<file path="config.mk">
export PLATFORM = sky130hd
export DESIGN_NAME = lsu_laq_fifo_flat
export DESIGN_NICKNAME = d
export VERILOG_FILES = /design/src/rtl/lsu_laq_fifo_if.sv /design/src/rtl/lsu_laq_fifo.sv /design/src/flat_wrapper.sv
export SDC_FILE = /design/constraint.sdc
export NUM_CORES = 1
export LEC_CHECK = 0
export CORE_MARGIN = 1.5
export CORE_UTILIZATION = 47
export DETAILED_ROUTE_END_ITERATION = 10
export GPL_TIMING_DRIVEN = 0
export PLACE_DENSITY = 0.89
export SKIP_LAST_GASP = 1
export SLEW_MARGIN = 25
export SYNTH_ARGS = -nofsm -noshare
export SYNTH_HDL_FRONTEND = slang
export SYNTH_SLANG_ARGS = --single-unit
</file>
<file path="constraint.sdc">
create_clock -name clk_i -period 2.9 [get_ports clk_i]
set_input_delay 0.58 -clock clk_i [delete_from_list [all_inputs] [get_ports clk_i]]
set_output_delay 0.58 -clock clk_i [all_outputs]
set_load 0.01 [all_outputs]
</file>
<file path="src/rtl/lsu_laq_fifo_if.sv">
`default_nettype none
// ============================================================================
//  Module   : lsu_laq_fifo_if
//  Purpose  : Handshake/bus bundle for the LSU load address queue. It carries
//             the core request channel, the memory request channel, the memory
//             response channel, the core result channel and the empty flag.
//  Modports : slave  - the load queue itself (accepts core requests, drives
//                      memory requests and core results)
//             master - the surrounding environment (core + memory)
//  Ports    : lsu_q*  core load request   (valid/ready/tag/signed/addr/size)
//             mem_q*  memory request      (valid/ready/addr)
//             mem_p*  memory response     (valid/ready/data)
//             lsu_p*  core load result    (valid/ready/tag/data)
//             empty_o no loads outstanding
//  Revision : 1.0  initial release
// ============================================================================
interface lsu_laq_fifo_if #(
  parameter int TAG_W = 5
);
  logic             lsu_qvalid_i;
  logic             lsu_qready_o;
  logic [TAG_W-1:0] lsu_qtag_i;
  logic             lsu_qsigned_i;
  logic [31:0]      lsu_qaddr_i;
  logic [1:0]       lsu_qsize_i;
  logic             mem_qvalid_o;
  logic             mem_qready_i;
  logic [31:0]      mem_qaddr_o;
  logic             mem_pvalid_i;
  logic             mem_pready_o;
  logic [63:0]      mem_pdata_i;
  logic             lsu_pvalid_o;
  logic             lsu_pready_i;
  logic [TAG_W-1:0] lsu_ptag_o;
  logic [63:0]      lsu_pdata_o;
  logic             empty_o;

  modport slave (
    input  lsu_qvalid_i, lsu_qtag_i, lsu_qsigned_i, lsu_qaddr_i, lsu_qsize_i,
    input  mem_qready_i, mem_pvalid_i, mem_pdata_i, lsu_pready_i,
    output lsu_qready_o, mem_qvalid_o, mem_qaddr_o, mem_pready_o,
    output lsu_pvalid_o, lsu_ptag_o, lsu_pdata_o, empty_o
  );

  modport master (
    output lsu_qvalid_i, lsu_qtag_i, lsu_qsigned_i, lsu_qaddr_i, lsu_qsize_i,
    output mem_qready_i, mem_pvalid_i, mem_pdata_i, lsu_pready_i,
    input  lsu_qready_o, mem_qvalid_o, mem_qaddr_o, mem_pready_o,
    input  lsu_pvalid_o, lsu_ptag_o, lsu_pdata_o, empty_o
  );
endinterface
`default_nettype wire

</file>
<file path="src/rtl/lsu_laq_fifo.sv">
`default_nettype none
// ============================================================================
//  Module   : lsu_laq_fifo
//  Purpose  : Load address queue plus response aligner for the LSU load path.
//             Requests pass straight through to memory as 64-bit aligned
//             accesses while their tag/sign/offset/size is queued in order.
//             Each in-order memory response pops the oldest entry, the
//             addressed bytes are extracted and sign/zero-extended, and the
//             {tag, data} result is held in a 1-deep registered output slot.
//  Ports    : clk_i   clock
//             rst_ni  asynchronous active-low reset
//             bus     lsu_laq_fifo_if.slave (request, memory, result channels)
//  Params   : DEPTH   queue entries, power of two, >= 2
//             tag_t   load tag type
//  Revision : 1.0  initial release
// ============================================================================
module lsu_laq_fifo #(
  parameter int  DEPTH = 4,
  parameter type tag_t = logic [4:0]
) (
  input  wire logic          clk_i,
  input  wire logic          rst_ni,
  lsu_laq_fifo_if.slave      bus
);

  localparam int PTR_W = $clog2(DEPTH);
  localparam int CNT_W = PTR_W + 1;

  typedef struct packed {
    tag_t       tag;
    logic       sign_ext;
    logic [2:0] offset;
    logic [1:0] size;
  } laq_t;

  laq_t             r_mem [DEPTH];
  logic [PTR_W-1:0] r_wptr;
  logic [PTR_W-1:0] r_rptr;
  logic [CNT_W-1:0] r_count;
  logic             r_pvalid;
  tag_t             r_ptag;
  logic [63:0]      r_pdata;

  logic             w_full;
  logic             w_empty;
  logic             w_push;
  logic             w_pop;
  logic             w_pready;
  laq_t             w_head;
  logic [63:0]      w_sh;
  logic             w_fill;
  logic [63:0]      w_aligned;

  // Full/empty come from the registered count only, so a pop in this cycle
  // never opens room for a request in the same cycle.
  assign w_full  = (r_count == CNT_W'(DEPTH));
  assign w_empty = (r_count == '0);

  assign bus.mem_qvalid_o = bus.lsu_qvalid_i & ~w_full;
  assign bus.lsu_qready_o = bus.mem_qready_i & ~w_full;
  assign bus.mem_qaddr_o  = {bus.lsu_qaddr_i[31:3], 3'b000};

  assign w_push   = bus.lsu_qvalid_i & bus.mem_qready_i & ~w_full;
  // A response may only be taken if the slot is free or is being drained now.
  assign w_pready = ~w_empty & (~r_pvalid | bus.lsu_pready_i);
  assign w_pop    = bus.mem_pvalid_i & w_pready;

  assign bus.mem_pready_o = w_pready;
  assign bus.empty_o      = w_empty;
  assign bus.lsu_pvalid_o = r_pvalid;
  assign bus.lsu_ptag_o   = r_ptag;
  assign bus.lsu_pdata_o  = r_pdata;

  // Queue storage needs no reset: entries are only read when count says so.
  always_ff @(posedge clk_i) begin
    if (w_push) begin
      r_mem[r_wptr] <= '{tag:      tag_t'(bus.lsu_qtag_i),
                         sign_ext: bus.lsu_qsigned_i,
                         offset:   bus.lsu_qaddr_i[2:0],
                         size:     bus.lsu_qsize_i};
    end
  end

  // DEPTH is a power of two, so the pointers wrap by natural overflow.
  always_ff @(posedge clk_i or negedge rst_ni) begin
    if (!rst_ni) begin
      r_wptr  <= '0;
      r_rptr  <= '0;
      r_count <= '0;
    end else begin
      if (w_push) r_wptr <= r_wptr + 1'b1;
      if (w_pop)  r_rptr <= r_rptr + 1'b1;
      case ({w_push, w_pop})
        2'b10:   r_count <= r_count + 1'b1;
        2'b01:   r_count <= r_count - 1'b1;
        default: r_count <= r_count;
      endcase
    end
  end

  // Bytes shifted in past byte 7 are zero, which gives the misaligned
  // "missing high bytes read as 0" behaviour for free.
  assign w_head = r_mem[r_rptr];
  assign w_sh   = bus.mem_pdata_i >> {w_head.offset, 3'b000};

  always_comb begin
    w_fill    = 1'b0;
    w_aligned = '0;
    case (w_head.size)
      2'd0: begin
        w_fill    = w_head.sign_ext & w_sh[7];
        w_aligned = {{56{w_fill}}, w_sh[7:0]};
      end
      2'd1: begin
        w_fill    = w_head.sign_ext & w_sh[15];
        w_aligned = {{48{w_fill}}, w_sh[15:0]};
      end
      2'd2: begin
        w_fill    = w_head.sign_ext & w_sh[31];
        w_aligned = {{32{w_fill}}, w_sh[31:0]};
      end
      default: w_aligned = bus.mem_pdata_i;
    endcase
  end

  // Output slot: a pop always reloads it (back-to-back results); otherwise it
  // empties once consumed and holds its contents while stalled.
  always_ff @(posedge clk_i or negedge rst_ni) begin
    if (!rst_ni) begin
      r_pvalid <= 1'b0;
      r_ptag   <= '0;
      r_pdata  <= '0;
    end else if (w_pop) begin
      r_pvalid <= 1'b1;
      r_ptag   <= w_head.tag;
      r_pdata  <= w_aligned;
    end else if (bus.lsu_pready_i) begin
      r_pvalid <= 1'b0;
    end
  end

`ifndef SYNTHESIS
  a_no_resp_when_empty : assert property (
    @(posedge clk_i) disable iff (!rst_ni) !(bus.mem_pvalid_i && w_empty)
  ) else $error("lsu_laq_fifo: memory response with no load outstanding");
`endif

endmodule
`default_nettype wire

</file>
<file path="src/flat_wrapper.sv">
// flat-port wrapper written by rule: the top's interface ports become plain ports
module lsu_laq_fifo_flat 
#(
  parameter int  DEPTH = 4,
  parameter type tag_t = logic [4:0]
)
  (clk_i, rst_ni, bus_lsu_qvalid_i, bus_lsu_qtag_i, bus_lsu_qsigned_i, bus_lsu_qaddr_i, bus_lsu_qsize_i, bus_mem_qready_i, bus_mem_pvalid_i, bus_mem_pdata_i, bus_lsu_pready_i, bus_lsu_qready_o, bus_mem_qvalid_o, bus_mem_qaddr_o, bus_mem_pready_o, bus_lsu_pvalid_o, bus_lsu_ptag_o, bus_lsu_pdata_o, bus_empty_o);
  lsu_laq_fifo_if #(.TAG_W(5)) bus_i ();
  input  wire logic clk_i;
  input  wire logic rst_ni;
  input wire logic [$bits(bus_i.lsu_qvalid_i)-1:0] bus_lsu_qvalid_i;
  input wire logic [$bits(bus_i.lsu_qtag_i)-1:0] bus_lsu_qtag_i;
  input wire logic [$bits(bus_i.lsu_qsigned_i)-1:0] bus_lsu_qsigned_i;
  input wire logic [$bits(bus_i.lsu_qaddr_i)-1:0] bus_lsu_qaddr_i;
  input wire logic [$bits(bus_i.lsu_qsize_i)-1:0] bus_lsu_qsize_i;
  input wire logic [$bits(bus_i.mem_qready_i)-1:0] bus_mem_qready_i;
  input wire logic [$bits(bus_i.mem_pvalid_i)-1:0] bus_mem_pvalid_i;
  input wire logic [$bits(bus_i.mem_pdata_i)-1:0] bus_mem_pdata_i;
  input wire logic [$bits(bus_i.lsu_pready_i)-1:0] bus_lsu_pready_i;
  output wire logic [$bits(bus_i.lsu_qready_o)-1:0] bus_lsu_qready_o;
  output wire logic [$bits(bus_i.mem_qvalid_o)-1:0] bus_mem_qvalid_o;
  output wire logic [$bits(bus_i.mem_qaddr_o)-1:0] bus_mem_qaddr_o;
  output wire logic [$bits(bus_i.mem_pready_o)-1:0] bus_mem_pready_o;
  output wire logic [$bits(bus_i.lsu_pvalid_o)-1:0] bus_lsu_pvalid_o;
  output wire logic [$bits(bus_i.lsu_ptag_o)-1:0] bus_lsu_ptag_o;
  output wire logic [$bits(bus_i.lsu_pdata_o)-1:0] bus_lsu_pdata_o;
  output wire logic [$bits(bus_i.empty_o)-1:0] bus_empty_o;
  assign bus_i.lsu_qvalid_i = bus_lsu_qvalid_i;
  assign bus_i.lsu_qtag_i = bus_lsu_qtag_i;
  assign bus_i.lsu_qsigned_i = bus_lsu_qsigned_i;
  assign bus_i.lsu_qaddr_i = bus_lsu_qaddr_i;
  assign bus_i.lsu_qsize_i = bus_lsu_qsize_i;
  assign bus_i.mem_qready_i = bus_mem_qready_i;
  assign bus_i.mem_pvalid_i = bus_mem_pvalid_i;
  assign bus_i.mem_pdata_i = bus_mem_pdata_i;
  assign bus_i.lsu_pready_i = bus_lsu_pready_i;
  assign bus_lsu_qready_o = bus_i.lsu_qready_o;
  assign bus_mem_qvalid_o = bus_i.mem_qvalid_o;
  assign bus_mem_qaddr_o = bus_i.mem_qaddr_o;
  assign bus_mem_pready_o = bus_i.mem_pready_o;
  assign bus_lsu_pvalid_o = bus_i.lsu_pvalid_o;
  assign bus_lsu_ptag_o = bus_i.lsu_ptag_o;
  assign bus_lsu_pdata_o = bus_i.lsu_pdata_o;
  assign bus_empty_o = bus_i.empty_o;
  lsu_laq_fifo #(.DEPTH(DEPTH), .tag_t(tag_t)) u_core (.clk_i(clk_i), .rst_ni(rst_ni), .bus(bus_i));
endmodule
</file>
run_1/ff_map.png
Scale bar: 20 um. Other sequential cells in the stronger gray, the rest of the logic in the fainter gray.
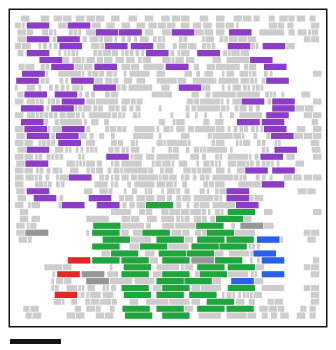
- purple: u_core.bus.lsu_pdata_o (placed flops 64)
- red: u_core.r_count (placed flops 3)
- blue: u_core.bus.lsu_ptag_o (placed flops 5; where south-east)
- green: u_core.r_mem (placed flops 44; where south)
- not colored: 5

run_1/clock_nets.png
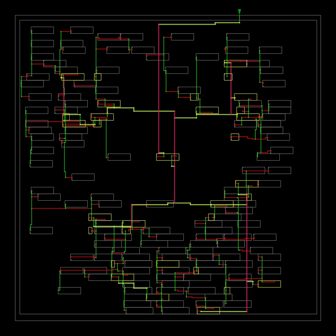
clk sinks: 121
P_clk: 1.94 mW

==> flow_metrics.env, run 1 <==
# source this file to load flow results
export IMPL_status="finished, final reports clean"
export IMPL_ys_area_um2=6930
export IMPL_routed_top_layer="met4"
export IMPL_wirelength_mm=22.6
export IMPL_routabilityCongestion=1.01
export IMPL_synth_edff_count=44
export IMPL_drv_cap=0
export IMPL_grt_overflow_total=0
export IMPL_crit_arrival_ns=3.20
export IMPL_cp_startpoint="u_core.r_rptr[0]$_DFFE_PN0P_"
export IMPL_fin_area_um2=9590
export IMPL_die_x_um=124
export IMPL_finalHoldViolCount=0
export IMPL_p_leak_nw=3.84
export IMPL_antenna_found_initial=0
export IMPL_numCtsBuffers=17
export IMPL_critPathLaunchType="flip-flop"
export IMPL_setup_violations=0
export IMPL_drt_met1_wl_mm=8.91
export IMPL_mux_share_pct=15.2
export IMPL_crit_path_max_incr_delay_ns=0.59
export IMPL_area_delta_synth_final_pct=38.5
export IMPL_crit_family="buffers and inverters"
export IMPL_critical_path_cell_chain="buf_6, mux4_2, buf_4, buf_2, buf_2, nor2_1, a222oi_1, a21oi_2"
export IMPL_dp_slack_ns=-0.610
export IMPL_via_per_inst=5.95
export IMPL_synth_area_per_cell_um2=10.7
export IMPL_final_cell_count_no_fill=1051
export IMPL_adder_share_pct=1.19
export IMPL_cp_depth=8
export IMPL_post_cts_resized=3
export IMPL_ys_flops=121
export IMPL_powerDensity_nw_per_um2=1130
export IMPL_ant_nets=0
export IMPL_critPathCapture="u_core.bus.lsu_pdata_o[21]$_DFFE_PN0P_"
export IMPL_drv_slew=0
export IMPL_relSlewSlack_pct=49.3
export IMPL_die_area_um2=15500
export IMPL_placed_area_um2=9020
export IMPL_crit_path_max_fanout=10
export IMPL_detail_route_wl_per_cell_um=21.5
export IMPL_fin_ws_ns=0.0551
export IMPL_nNetsFinal=970
export IMPL_cts_tree="built"
export IMPL_endpoint_kind="flip-flop"
export IMPL_layout_min_cycle_time_ns=2.84
export IMPL_hold_ws_ns=0.0728
export IMPL_grt_usage_pct=29.5
export IMPL_hpwl_mm=16.7
export IMPL_ys_sh_aoi_pct=17.0
export IMPL_die_h_um=124
export IMPL_fin_crit_sh_pct=98.1
export IMPL_drt_iter0_drc=740
export IMPL_ys_cells=650
export IMPL_min_path_type="in -> async"
export IMPL_timing_rr_end="u_core.bus.lsu_pdata_o[21]$_DFFE_PN0P_"
run_1/clock_wires.png
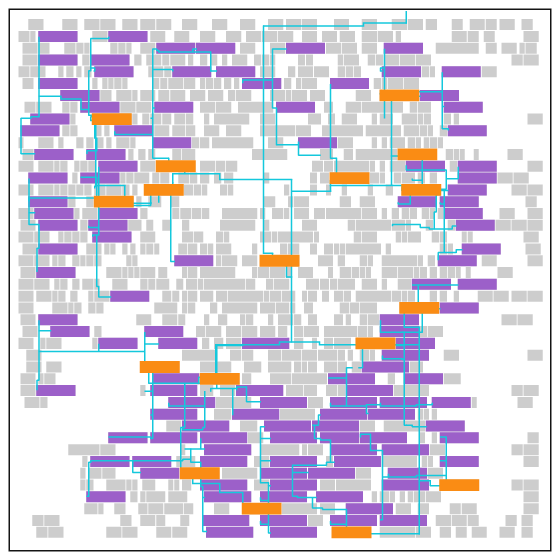
- purple: flip-flops (count 121)
- orange: clock-net drivers (count 17)
- cyan: clock wires (length 1,520 um)
- flops lie: all over the die
- routed clock nets: 18
clk ins delay skew pair: 0.43 ns
Clk pwr share: 18.0%
Setup Skew: 0.00718 ns

run_1/class_map.png
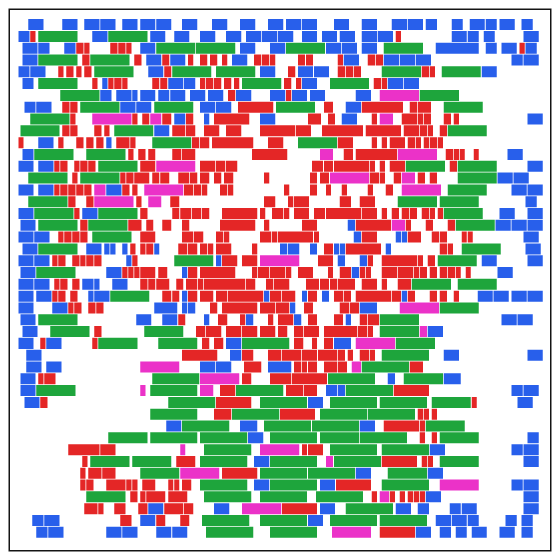
- green: registers (cells 121; share of their area 35%)
- red: remaining logic cells (cells 447; share of their area 34%)
- blue: remaining buffers and delay cells (cells 267; share of their area 25%)
- magenta: clock drivers and dummy loads (cells 32; share of their area 5.9%)

-- run 1: placed cells by master, fill, tap and decap left out, types with 5 or more instances in the layout --
cell type,count
a211oi_1,13
a21oi_1,83
a21oi_2,10
a222oi_1,7
and3_1,5
buf_2,8
buf_4,38
clkbuf_1,25
clkbuf_16,18
clkbuf_2,5
clkdlybuf4s50_1,182
dfrtp_1,77
edfxtp_1,44
ha_1,5
inv_1,8
mux2i_1,26
mux4_1,5
mux4_2,28
nand2_1,69
nand2b_1,5
nor2_1,53
nor2b_1,8
o21ai_0,47
o22ai_1,10
o311a_1,7
or3_1,15
-- run 1: layer usage --
| metal | vias to the layer above | global-route usage, % |
|---|---|---|
| met1 | 2961 | 39.3 |
| met5 | - | 0 |
| met4 | 0 | 11.4 |
| met3 | 68 | 10.4 |
| met2 | 446 | 44.3 |
| li1 | 2780 | - |
-- run 1: area by class of cell --
type	count	area, um^2
well taps	184	230
repair buffers	184	1860
clock inverters	12	90.1
clock buffers	20	458
plain buffers	83	523
fillers	1101	4890
multi-input cells	438	3150
inverters	9	35.0
flip-flops and latches	121	3250
-- run 1: cell usage after synthesis, types with 7 or more instances --
cell type	instances	share of area (%)
a211oi_1	13	1.4
a21oi_1	83	6.0
a21oi_2	10	1.3
a222oi_1	7	1.0
buf_2	8	0.58
buf_4	37	4.0
clkbuf_1	28	1.5
dfrtp_1	77	28
edfxtp_1	44	19
inv_1	8	0.43
mux2i_1	26	3.8
mux4_2	28	9.1
nand2_1	70	3.8
nor2_1	54	2.9
nor2b_1	8	0.72
o21ai_0	47	3.4
o22ai_1	10	0.90
o311a_1	7	1.0
or3_1	15	1.4
-- run 1: power by group --
group          internal (mW)  switching (mW)  leakage, nW
registers               2.40           0.341         1.32
logic                   2.81            3.32         2.26
clock network           1.15           0.797        0.267
total                   6.36            4.46         3.84
==> run 2, diff against run 1 <==
--- a/config.mk
+++ b/config.mk
@@ -10,6 +10,7 @@
 export DETAILED_ROUTE_END_ITERATION = 10
 export GPL_TIMING_DRIVEN = 0
 export PLACE_DENSITY = 0.89
+export REMOVE_ABC_BUFFERS = 1
 export SKIP_LAST_GASP = 1
 export SLEW_MARGIN = 25
 export SYNTH_ARGS = -nofsm -noshare
==> run 2 against run 1 <==
Global-route usage up 0.11 points. Sequential share of layout area up 1.7 points. Clock-buffer cell count down 2. Final cell count down 8.6%. Setup slack better by 0.064 ns.
==> flow_metrics.env, run 2 <==
# source this file to load flow results
export IMPL_status="finished, final reports clean"
export IMPL_finalHoldViolCount=0
export IMPL_layout_min_cycle_time_ns=2.78
export IMPL_ys_area_um2=6930
export IMPL_numCtsBuffers=17
export IMPL_crit_family="simple AND/OR/NAND/NOR gates"
export IMPL_drv_cap=0
export IMPL_root_buffer="clkbuf_16"
export IMPL_synth_area_top_cells="dfrtp_1 (28%), edfxtp_1 (19%), mux4_2 (9.1%), a21oi_1 (6.0%), buf_4 (4.0%)"
export IMPL_crit_path_max_incr_delay_ns=0.79
export IMPL_mux_share_pct=15.2
export IMPL_fp_util_pct=47.8
export IMPL_cts_tree="built"
export IMPL_die_x_um=124
export IMPL_p_int_mw=6.33
export IMPL_relSlewSlack_pct=28.7
export IMPL_lay_top_count="clkdlybuf4s50_1"
export IMPL_hpwl_mm=12.8
export IMPL_p_leak_nw=3.57
export IMPL_xor_share_pct=0.759
export IMPL_via_per_inst=6.40
export IMPL_place_inst=908
export IMPL_mostFrequentLayoutCells="clkdlybuf4s50_1 (153), a21oi_1 (82), dfrtp_1 (75)"
export IMPL_routabilityCongestion=0.813
export IMPL_power_combinational_mw=5.96
export IMPL_grt_usage_pct=29.6
export IMPL_clkPwrFrac_pct=18.9
export IMPL_placed_area_um2=8250
export IMPL_drv_slew=0
export IMPL_antenna_found_initial=0
export IMPL_post_cts_resized=17
export IMPL_final_cell_count_no_fill=961
export IMPL_common_cells="a21oi_1 (83), dfrtp_1 (77), nand2_1 (70), nor2_1 (54), o21ai_0 (47)"
export IMPL_nNetsFinal=880
export IMPL_yosys_area_top_type="dfrtp_1"
export IMPL_detail_route_wl_per_cell_um=23.6
export IMPL_dp_slack_ns=-1.86
export IMPL_fin_ws_ns=0.119
export IMPL_powerDensity_nw_per_um2=1190
export IMPL_die_area_um2=15500
export IMPL_critical_path_cell_chain="mux4_4, or4b_4, o211ai_2, o211ai_2, and3_4, a31oi_1"
export IMPL_p_comb_share_pct=54.9
export IMPL_ys_cells=650
export IMPL_setup_violations=0
export IMPL_ys_sh_aoi_pct=17.0
export IMPL_p_switching_mw=4.51
export IMPL_area_delta_synth_final_pct=32.0
export IMPL_ant_nets=0
export IMPL_fin_skew_ns=0.0106
export IMPL_endpoint_kind="flip-flop"
export IMPL_ys_flops=121
export IMPL_wirelength_mm=22.7
export IMPL_powerClk_mw=2.05
export IMPL_crit_path_max_fanout=16
export IMPL_synth_top_area_share_pct=27.8
export IMPL_adder_share_pct=1.19
export IMPL_critPathLaunchType="flip-flop"
export IMPL_sw_frac_of_total_pct=41.6
export IMPL_top_cell="a21oi_1"
export IMPL_crit_arrival_ns=3.12
export IMPL_clkSinkCount=121
export IMPL_min_path_type="in -> async"
export IMPL_async_reset_ff_share_pct=63.6
export IMPL_drt_iter0_drc=735
export IMPL_p_seq_share_pct=26.2
export IMPL_io_buffers=154
export IMPL_hold_ws_ns=0.0994
export IMPL_synth_edff_count=44
## run 2: cell counts after synthesis
Identical to the previous run, type by type.
## run 2: worst reg2reg max path, cell delays in order (launching register included)
cell      delay, ns
dfrtp_4        0.50
mux4_4         0.79
or4b_4         0.58
o211ai_2       0.12
o211ai_2       0.18
and3_4         0.33
a31oi_1        0.20
## run 2: per-layer routing
metal | vias up | GRT usage (%) | share of wire, %
met5 | - | 0.327 | 0
met1 | 3067 | 38.5 | 40
met2 | 400 | 44.9 | 46
met4 | 0 | 13.9 | 3.2
li1 | 2630 | - | -
met3 | 58 | 9.62 | 11
## run 2: path summary, 6_finish.rpt
check	from	to	slack [ns]	cells after the start
worst max-delay path	u_core.r_rptr[0]$_DFFE_PN0P_	u_core.bus.lsu_pdata_o[31]$_DFFE_PN0P_	0.12	6
worst min-delay path	rst_ni	u_core.bus.lsu_pdata_o[12]$_DFFE_PN0P_	0.1	1
worst max register to register	u_core.r_rptr[0]$_DFFE_PN0P_	u_core.bus.lsu_pdata_o[31]$_DFFE_PN0P_	0.12	6
worst min register to register	u_core.bus.lsu_pdata_o[3]$_DFFE_PN0P_	u_core.bus.lsu_pdata_o[3]$_DFFE_PN0P_	0.48	2
max in group asynchronous	rst_ni	u_core.bus.lsu_pdata_o[5]$_DFFE_PN0P_	2.20	2
min in group clk_i	u_core.bus.lsu_pdata_o[3]$_DFFE_PN0P_	u_core.bus.lsu_pdata_o[3]$_DFFE_PN0P_	0.48	2
## run 2: final cells by class
type | count | area [um^2]
repair buffers | 169 | 1690
inverters | 9 | 46.3
multi-input cells | 446 | 3360
fillers | 1117 | 5330
flip-flops and latches | 121 | 3260
clock buffers | 18 | 429
clock inverters | 14 | 138
well taps | 184 | 230
run_2/ff_map.png
Scale bar: 20 um. Other sequential cells in the stronger gray, the rest of the logic in the fainter gray.
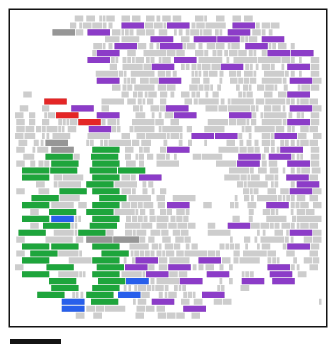
- green: u_core.r_mem (placed flops 44)
- red: u_core.r_count (placed flops 3)
- purple: u_core.bus.lsu_pdata_o (placed flops 64)
- blue: u_core.bus.lsu_ptag_o (placed flops 5; where south-west)
- not colored: 5
Seq. cell area: 3260 um^2
sequential share of cell area: 35.6%
Seq. pwr: 2.84 mW

run_2/class_map.png
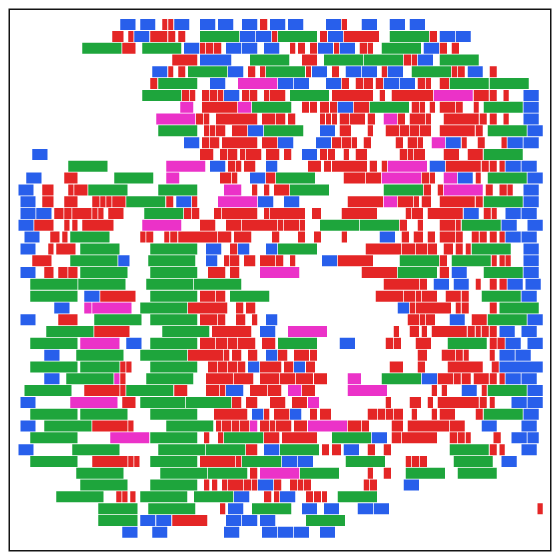
- blue: remaining buffers and delay cells (cells 169; share of their area 19%)
- green: registers (cells 121; share of their area 37%)
- red: remaining logic cells (cells 455; share of their area 38%)
- magenta: clock drivers and dummy loads (cells 32; share of their area 6.4%)
post-route core utilization: 63.2%
Core Footprint: 14,500 um^2
Final Instance Area: 9150 um^2
std cell rows: 44

==> run 3, diff against run 2 <==
--- a/config.mk
+++ b/config.mk
@@ -5,11 +5,11 @@
 export SDC_FILE = /design/constraint.sdc
 export NUM_CORES = 1
 export LEC_CHECK = 0
-export CORE_MARGIN = 1.5
+export CORE_MARGIN = 2
 export CORE_UTILIZATION = 47
 export DETAILED_ROUTE_END_ITERATION = 10
 export GPL_TIMING_DRIVEN = 0
-export PLACE_DENSITY = 0.89
+export PLACE_DENSITY = 0.82
 export REMOVE_ABC_BUFFERS = 1
 export SKIP_LAST_GASP = 1
 export SLEW_MARGIN = 25
run_3/ff_map.png
Scale bar: 50 um. Other sequential cells in the stronger gray, the rest of the logic in the fainter gray.
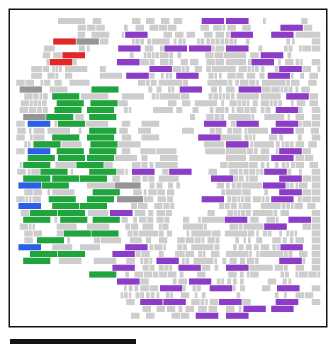
- purple: u_core.bus.lsu_pdata_o (placed flops 64)
- green: u_core.r_mem (placed flops 44; where west)
- red: u_core.r_count (placed flops 3)
- blue: u_core.bus.lsu_ptag_o (placed flops 5; where west)
- not colored: 5

==> run 3 against run 2 <==
Total power grew 1.7%. Clock-buffer cell count unchanged. Non-clock buffer count grew 1. Global-route usage down 1.1 points. Sequential power is essentially flat. Register-to-register slack lost 0.07 ns. Maximum frequency fell by 2.3%. Die size grew 1.6%. Largest cell class unchanged. Via count up 1.3%. Final cell count up 0.10%. Flip-flop count unchanged.
==> flow_metrics.env, run 3 <==
# source this file to load flow results
export IMPL_dp_slack_ns=-1.96
export IMPL_via_per_inst=6.48
export IMPL_ys_cells=650
export IMPL_p_switching_mw=4.52
export IMPL_area_delta_synth_final_pct=33.4
export IMPL_cp_startpoint="u_core.r_rptr[0]$_DFFE_PN0P_"
export IMPL_place_inst=908
export IMPL_clk_latency_ns=0.42
export IMPL_hpwl_mm=13.5
export IMPL_cp_depth=7
export IMPL_fin_crit_sh_pct=98.2
export IMPL_yosys_area_top_type="dfrtp_1"
export IMPL_setup_violations=0
export IMPL_route_met3_wl_mm=2.58
export IMPL_powerDensity_nw_per_um2=1190
export IMPL_fp_util_pct=47.8
export IMPL_register_area_um2=3260
export IMPL_ys_flops=121
export IMPL_common_cells="a21oi_1 (83), dfrtp_1 (77), nand2_1 (70), nor2_1 (54), o21ai_0 (47)"
export IMPL_p_leak_nw=3.59
export IMPL_async_reset_ff_share_pct=63.6
export IMPL_nNetsFinal=881
export IMPL_root_buffer="clkbuf_16"
export IMPL_fin_ws_ns=0.0528
export IMPL_synth_edff_count=44
export IMPL_drt_iter0_drc=933
export IMPL_r2r_slack_ns=0.05
export IMPL_critical_path_cell_chain="mux4_4, or4b_4, o211ai_2, o211ai_2, and3_4, buf_4, a31oi_1"
export IMPL_crit_path_max_incr_delay_ns=0.79
export IMPL_ant_nets=0
export IMPL_critPathCapture="u_core.bus.lsu_pdata_o[31]$_DFFE_PN0P_"
export IMPL_crit_family="simple AND/OR/NAND/NOR gates"
export IMPL_routed_wl_met2_mm=10.9
export IMPL_synth_top_area_share_pct=27.8
export IMPL_critPathLaunchType="flip-flop"
export IMPL_top_cell="a21oi_1"
export IMPL_mostFrequentLayoutCells="clkdlybuf4s50_1 (153), a21oi_1 (82), dfrtp_1 (75)"
export IMPL_clkSinkCount=121
export IMPL_synth_area_top_cells="dfrtp_1 (28%), edfxtp_1 (19%), mux4_2 (9.1%), a21oi_1 (6.0%), buf_4 (4.0%)"
export IMPL_sw_frac_of_total_pct=40.9
export IMPL_timing_rr_end="u_core.bus.lsu_pdata_o[31]$_DFFE_PN0P_"
export IMPL_numCtsBuffers=17
export IMPL_final_cell_count_no_fill=962
export IMPL_clkPwrFrac_pct=18.8
export IMPL_detail_route_wl_per_cell_um=23.9
export IMPL_drt_met1_wl_mm=8.99
export IMPL_finalHoldViolCount=0
export IMPL_cp_required_ns=3.24
export IMPL_relSlewSlack_pct=38.1
export IMPL_p_seq_share_pct=25.9
export IMPL_r2r_cells=7
export IMPL_crit_arrival_ns=3.19
export IMPL_io_buffers=154
export IMPL_layout_min_cycle_time_ns=2.85
export IMPL_min_path_type="in -> async"
export IMPL_die_x_um=125
export IMPL_lay_top_count="clkdlybuf4s50_1"
export IMPL_crit_path_max_fanout=11
export IMPL_routed_top_layer="met4"
export IMPL_antenna_found_initial=1
export IMPL_status="finished, final reports clean"
export IMPL_drv_slew=0
run_3/clock_wires.png
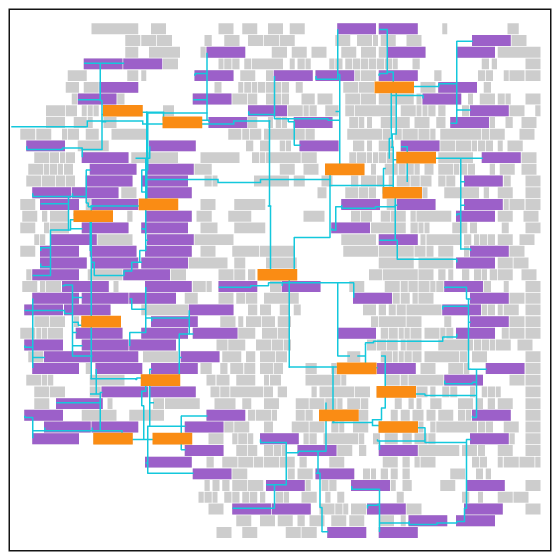
- orange: clock-net drivers (count 17)
- cyan: clock wires (length 1,590 um)
- purple: flip-flops (count 121)
- routed clock nets: 18

[run 3: stage by stage]
step	hold slack [ns]	utilization (%)	setup TNS [ns]	instance area, um^2
floorplan	0.284	-	-102.01	6420
global placement	0.459	56.6	-376.01	8190
detailed placement	0.470	57.0	-102.05	8250
CTS	0.0999	63.0	0	9130
global route	0.112	63.8	0	9240
finish	0.0928	63.8	0	9240
[run 3: kinds of logic after synthesis]
kind of cell	after synthesis	synth area share [%]
compound gates	194	17.0
xor+xnor	6	0.759
fa+ha+maj	6	1.19
buf+inv	93	7.95
flops	121	46.9
mux	62	15.2
other cells	1	0.0541
simple gates	167	10.9
[run 3: power by group through the flow]
stage	Clock (mW)	Combinational, mW	Sequential [mW]
floorplan	0	3.02	3.00
global placement	0	5.18	2.81
detailed placement	0	5.35	2.86
CTS	2.08	5.80	2.87
global route	2.15	6.49	2.93
finish	2.07	6.10	2.86
[run 3: area by class of cell]
class                   count  share of cell area, %
clock buffers              18                   4.64
clock inverters            14                   1.64
inverters                   9                  0.650
multi-input cells         446                   36.6
flip-flops and latches    121                   35.2
well taps                 184                   2.49
repair buffers            170                   18.8
[run 3: what timing repair did]
item	in CTS	in global routing
endpoints found under the hold margin	0	0
pin swaps	2	0
hold buffers	0	0
gates cloned	7	1
endpoints found under the setup margin	66	52
gates resized	17	4
buffers inserted	8	6
[run 3: per-layer routing]
| layer | vias up | track usage [%] |
|---|---|---|
| li1 | 2619 | - |
| met5 | - | 0 |
| met1 | 3076 | 37.0 |
| met3 | 63 | 9.67 |
| met2 | 476 | 45.0 |
| met4 | 0 | 10.2 |
Power is estimated from default activity; no workload was simulated.
